[src/rtl/usr_pkg.sv]
// Shared encodings for the universal shift register: operation modes,
// control FSM states and the shift-count width helper.
package usr_pkg;

  localparam logic [1:0] MODE_HOLD = 2'b00;
  localparam logic [1:0] MODE_SHR  = 2'b01;
  localparam logic [1:0] MODE_SHL  = 2'b10;
  localparam logic [1:0] MODE_LOAD = 2'b11;

  typedef enum logic [1:0] {
    ST_EMPTY    = 2'd0,
    ST_LOADED   = 2'd1,
    ST_SHIFTING = 2'd2,
    ST_SHIFTED  = 2'd3
  } usr_state_e;

  // Bits needed to hold a shift count of 0..w without wrapping.
  function automatic int cnt_bits(input int w);
    return $clog2(w + 1);
  endfunction

endpackage

[src/rtl/usr_bit_cell.sv]
// One storage bit of the universal shift register: a 4:1 next-value mux
// selected by mode, plus true and complemented outputs.
module usr_bit_cell
  import usr_pkg::*;
(
  input  logic       clk,
  input  logic       clr,
  input  logic [1:0] mode,
  input  logic       shr_in,
  input  logic       shl_in,
  input  logic       ld_in,
  output logic       q,
  output logic       q_bar
);

  logic nxt;

  // Next-value select: hold, take left neighbour, take right neighbour, load.
  always_comb begin
    nxt = q;
    case (mode)
      MODE_HOLD: nxt = q;
      MODE_SHR:  nxt = shr_in;
      MODE_SHL:  nxt = shl_in;
      MODE_LOAD: nxt = ld_in;
      default:   nxt = q;
    endcase
  end

  // Storage bit with synchronous active-low clear overriding the mux.
  always_ff @(posedge clk) begin
    if (!clr) q <= 1'b0;
    else      q <= nxt;
  end

  assign q_bar = ~q;

endmodule

[src/rtl/universal_shift_reg.sv]
// Universal shift register: hold / shift right / shift left / parallel load,
// with a control FSM that pulses done on the WIDTH-th shift after a load.
// Optional build macro USR_ROTATE_EN adds a rot input turning shifts into
// rotates (serial inputs ignored while rot=1).
module universal_shift_reg
  import usr_pkg::*;
#(
  parameter int WIDTH = 4
) (
  input  logic             clk,
  input  logic             clr,
  input  logic [1:0]       mode,
  input  logic [WIDTH-1:0] d_in,
  input  logic             sin_r,
  input  logic             sin_l,
`ifdef USR_ROTATE_EN
  input  logic             rot,
`endif
  output logic [WIDTH-1:0] q_1,
  output logic [WIDTH-1:0] q_bar_1,
  output logic             sout,
  output logic             done,
  output logic             busy
);

  localparam int CW = cnt_bits(WIDTH);

  logic             ser_r;
  logic             ser_l;
  logic [WIDTH-1:0] shr_vec;
  logic [WIDTH-1:0] shl_vec;
  usr_state_e       state;
  logic [CW-1:0]    cnt;

`ifdef USR_ROTATE_EN
  // Rotate recirculates the bit falling off the opposite end.
  assign ser_r = rot ? q_1[0]       : sin_r;
  assign ser_l = rot ? q_1[WIDTH-1] : sin_l;
`else
  assign ser_r = sin_r;
  assign ser_l = sin_l;
`endif

  // Per-bit shift sources: bit i takes bit i+1 on a right shift, bit i-1 on a left.
  assign shr_vec = {ser_r, q_1[WIDTH-1:1]};
  assign shl_vec = {q_1[WIDTH-2:0], ser_l};

  for (genvar i = 0; i < WIDTH; i++) begin : g_bit
    usr_bit_cell u_cell (
      .clk    (clk),
      .clr    (clr),
      .mode   (mode),
      .shr_in (shr_vec[i]),
      .shl_in (shl_vec[i]),
      .ld_in  (d_in[i]),
      .q      (q_1[i]),
      .q_bar  (q_bar_1[i])
    );
  end

  // Serial output: the bit pushed off the end by the last shift, zeroed by load.
  always_ff @(posedge clk) begin
    if (!clr) begin
      sout <= 1'b0;
    end else begin
      case (mode)
        MODE_SHR:  sout <= q_1[0];
        MODE_SHL:  sout <= q_1[WIDTH-1];
        MODE_LOAD: sout <= 1'b0;
        default:   sout <= sout;
      endcase
    end
  end

  // Control FSM: counts shifts since the last load, pulses done on the
  // WIDTH-th one; count saturates at WIDTH because SHIFTED stops counting.
  always_ff @(posedge clk) begin
    if (!clr) begin
      state <= ST_EMPTY;
      cnt   <= '0;
      done  <= 1'b0;
      busy  <= 1'b0;
    end else begin
      done <= 1'b0;
      case (mode)
        MODE_LOAD: begin
          state <= ST_LOADED;
          cnt   <= '0;
          busy  <= 1'b0;
        end
        MODE_SHR, MODE_SHL: begin
          if (state == ST_LOADED || state == ST_SHIFTING) begin
            cnt <= cnt + 1'b1;
            if (state == ST_SHIFTING && cnt == CW'(WIDTH - 1)) begin
              state <= ST_SHIFTED;
              done  <= 1'b1;
              busy  <= 1'b0;
            end else begin
              state <= ST_SHIFTING;
              busy  <= 1'b1;
            end
          end
        end
        default: ;
      endcase
    end
  end

endmodule

[config.mk]
export PLATFORM = sky130hd
export DESIGN_NAME = universal_shift_reg
export DESIGN_NICKNAME = d
export VERILOG_FILES = /design/src/rtl/usr_pkg.sv /design/src/rtl/usr_bit_cell.sv /design/src/rtl/universal_shift_reg.sv
export SDC_FILE = /design/constraint.sdc
export NUM_CORES = 1
export LEC_CHECK = 0
export ABC_AREA = 1
export CAP_MARGIN = 20
export CELL_PAD_IN_SITES_DETAIL_PLACEMENT = 1
export CELL_PAD_IN_SITES_GLOBAL_PLACEMENT = 1
export CORE_MARGIN = 4
export CORE_UTILIZATION = 40
export DETAILED_ROUTE_END_ITERATION = 12
export DONT_BUFFER_PORTS = 1
export GPL_TIMING_DRIVEN = 1
export PLACE_DENSITY_LB_ADDON = 0.08
export RECOVER_POWER = 100
export SLEW_MARGIN = 40
export SYNTH_ARGS = -nofsm -noshare
export SYNTH_HDL_FRONTEND = slang
export SYNTH_SLANG_ARGS = --single-unit
[constraint.sdc]
create_clock -name clk -period 1.8 [get_ports clk]
set_input_delay 0.27 -clock clk [delete_from_list [all_inputs] [get_ports clk]]
set_output_delay 0.27 -clock clk [all_outputs]
set_load 0.02 [all_outputs]
Signal wires by layer:
Only two layers are drawn.
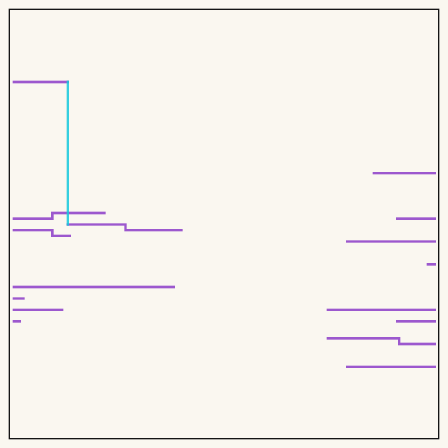
layer	color	wire length
metal 3	purple	130 um
metal 4	cyan	17.0 um

Supply network:
Pins as bars on the die edge.
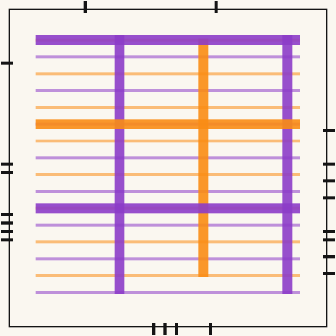
net	color
VDD	orange
VSS	purple
met5 straps	3
rows	15
met4 straps	3
met1 rails	16
core area: 1750 um^2
VDD IR-drop max: 0.393 mV
Die X: 51.1 um
Die Y: 51.1 um

The clock network:
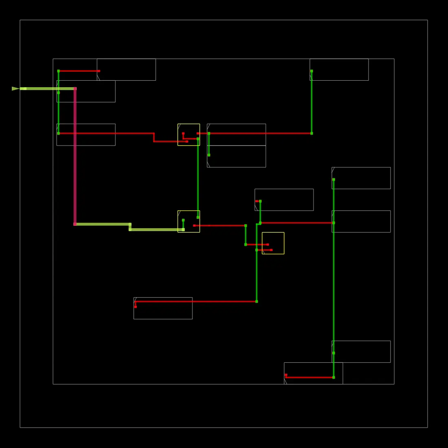
worst-skew pair later-pin latency: 0.27 ns
Inserted Clock Buffers: 3
clock sink count: 12

==> flow_summary.toml <==
# implementation run metrics
[run_status]
status = "finished clean"

[setup_path]
startpoint = "state[0]$_SDFFE_PN0P_"
crit_path_start_kind = "register"
crit_required_ns = 2.01
regToRegSetupSlack_ns = 0.38
crit_chain = "inv_1 -> ha_1 -> nor2_1 -> nand2_2 -> or2_0 -> nand2_1"
r2r_end = "cnt[2]$_SDFFE_PN0P_"
critPathBufInv = 1
critical_path_arrival_ns = 1.62
cpMaxStageDelayCell = "nor2_1"
worstSetupPathType = "register to register"
worstSetupEndpoint = "cnt[2]$_SDFFE_PN0P_"
path_depth = 6
critPathMaxStageDelay_ns = 0.33

[layout]
layout-drive-gt1-share_pct = 4.95
clockNetworkAreaShare_pct = 3.16
fillers = 244
logic_area_um2 = 335
ff_count = 12
area_share_nonclk_buffers_pct = 0
sh_comb_area_pct = 47.1
lay_top_count = "nand2_1"
logic_gates = 64
finalNetCount = 120
finalNonFillerCells = 126
largest_register_ffs = 4
final_layout_top_logic_cells = "nand2_1, inv_1, dfxtp_1"
regArea_um2 = 240
final_cell_area_um2 = 712
final_util_pct = 40.8
largestClassByArea = "combinational gates"
area_growth_pct = -4.21
seq_share_pct = 33.7
max_flop_register = "g_bit.u_cell.q"

[synth]
syn_area_per_cell_um2 = 6.88
syn_nets = 125
synth.logic.top_family = "simple AND/OR/NAND/NOR gates"
yosys.area_share.aoi_pct = 9.43
yosysWarningCount = 0
top_cells_by_area = "dfxtp_1, ha_1, nand2_1"
netlist_area_um2 = 743
adder_share_pct = 11.8
top_cell = "nand2_1"
synth.mux.area_fraction_pct = 0
synthCells = 108
synth-simple-area-share_pct = 25.9
netlist_top_cells_count = "nand2_1, inv_1, dfxtp_1"
ys_sh_xor_pct = 0
ys_seq_share_pct = 32.3
ys_cells = 108
yosys.area.top_type = "dfxtp_1"
edf_count = 0
synth_top_flop_cell = "dfxtp_1"

[power_and_ir_drop]
netSwitchingFraction_pct = 31.0
power_density_nw_per_um2 = 792
p_sw_mw = 0.175
pwr-share-seq_pct = 54.6
clkPwrFrac_pct = 28.7
p_total_mw = 0.564
power_frac_comb_pct = 16.7
internal-power_mw = 0.390
pg_comb_mw = 0.0942
p_seq_mw = 0.308
power_clock_mw = 0.162

[sta]
period_minus_slack_ns = 1.42
drv_slew = 0
rsz0062_at_grt = "false"
finClkSkew_ns = 0.00733
setup_violations = 0
postLayoutSetupSlackWorst_ns = 0.384
maxSlewHeadroom_pct = 71.9
hold_viol_final = 0
timing.fmax_mhz = 706

[hold_path]
hp-start = "clr"
hold_depth = 2
hold_class = "primary input to register"

[global_route]
grt_max_degree = 11
grt_first_pass_wirelength_um = 2660
met3_usage_pct = 5.54
grt_most_used_layer = "met2"
met2_usage_pct = 19.7
grt_pass1_vias = 614
use_met1_pct = 17.4

[floorplanning]
die_area_um2 = 2610
fp-utilization_pct = 42.6
tapCellCount = 25
rows = 15

[placement]
port_buffers = 0
place.gp.congestion = 0.717
place_hpwl_um = 1290
dp.cells = 123
preCtsSetupSlack_ns = 0.530

[clocking]
postCtsSetupBuffers = 0
h-tree-depth = 1
cts.clk_slew.worst_paths_ns = 0.08
cts_tree = "yes"
cts_root_buffer = "clkbuf_4"

[detailed_routing]
top_layer_used = "met4"
wl_met1_um = 755
routed_wl_um = 1550
initialDrtViolationCount = 5
drc = 0
wl_met2_um = 643

[job]
maxCapViolCount = 0
warning_count = 29
Power is estimated from default activity; no workload was simulated.
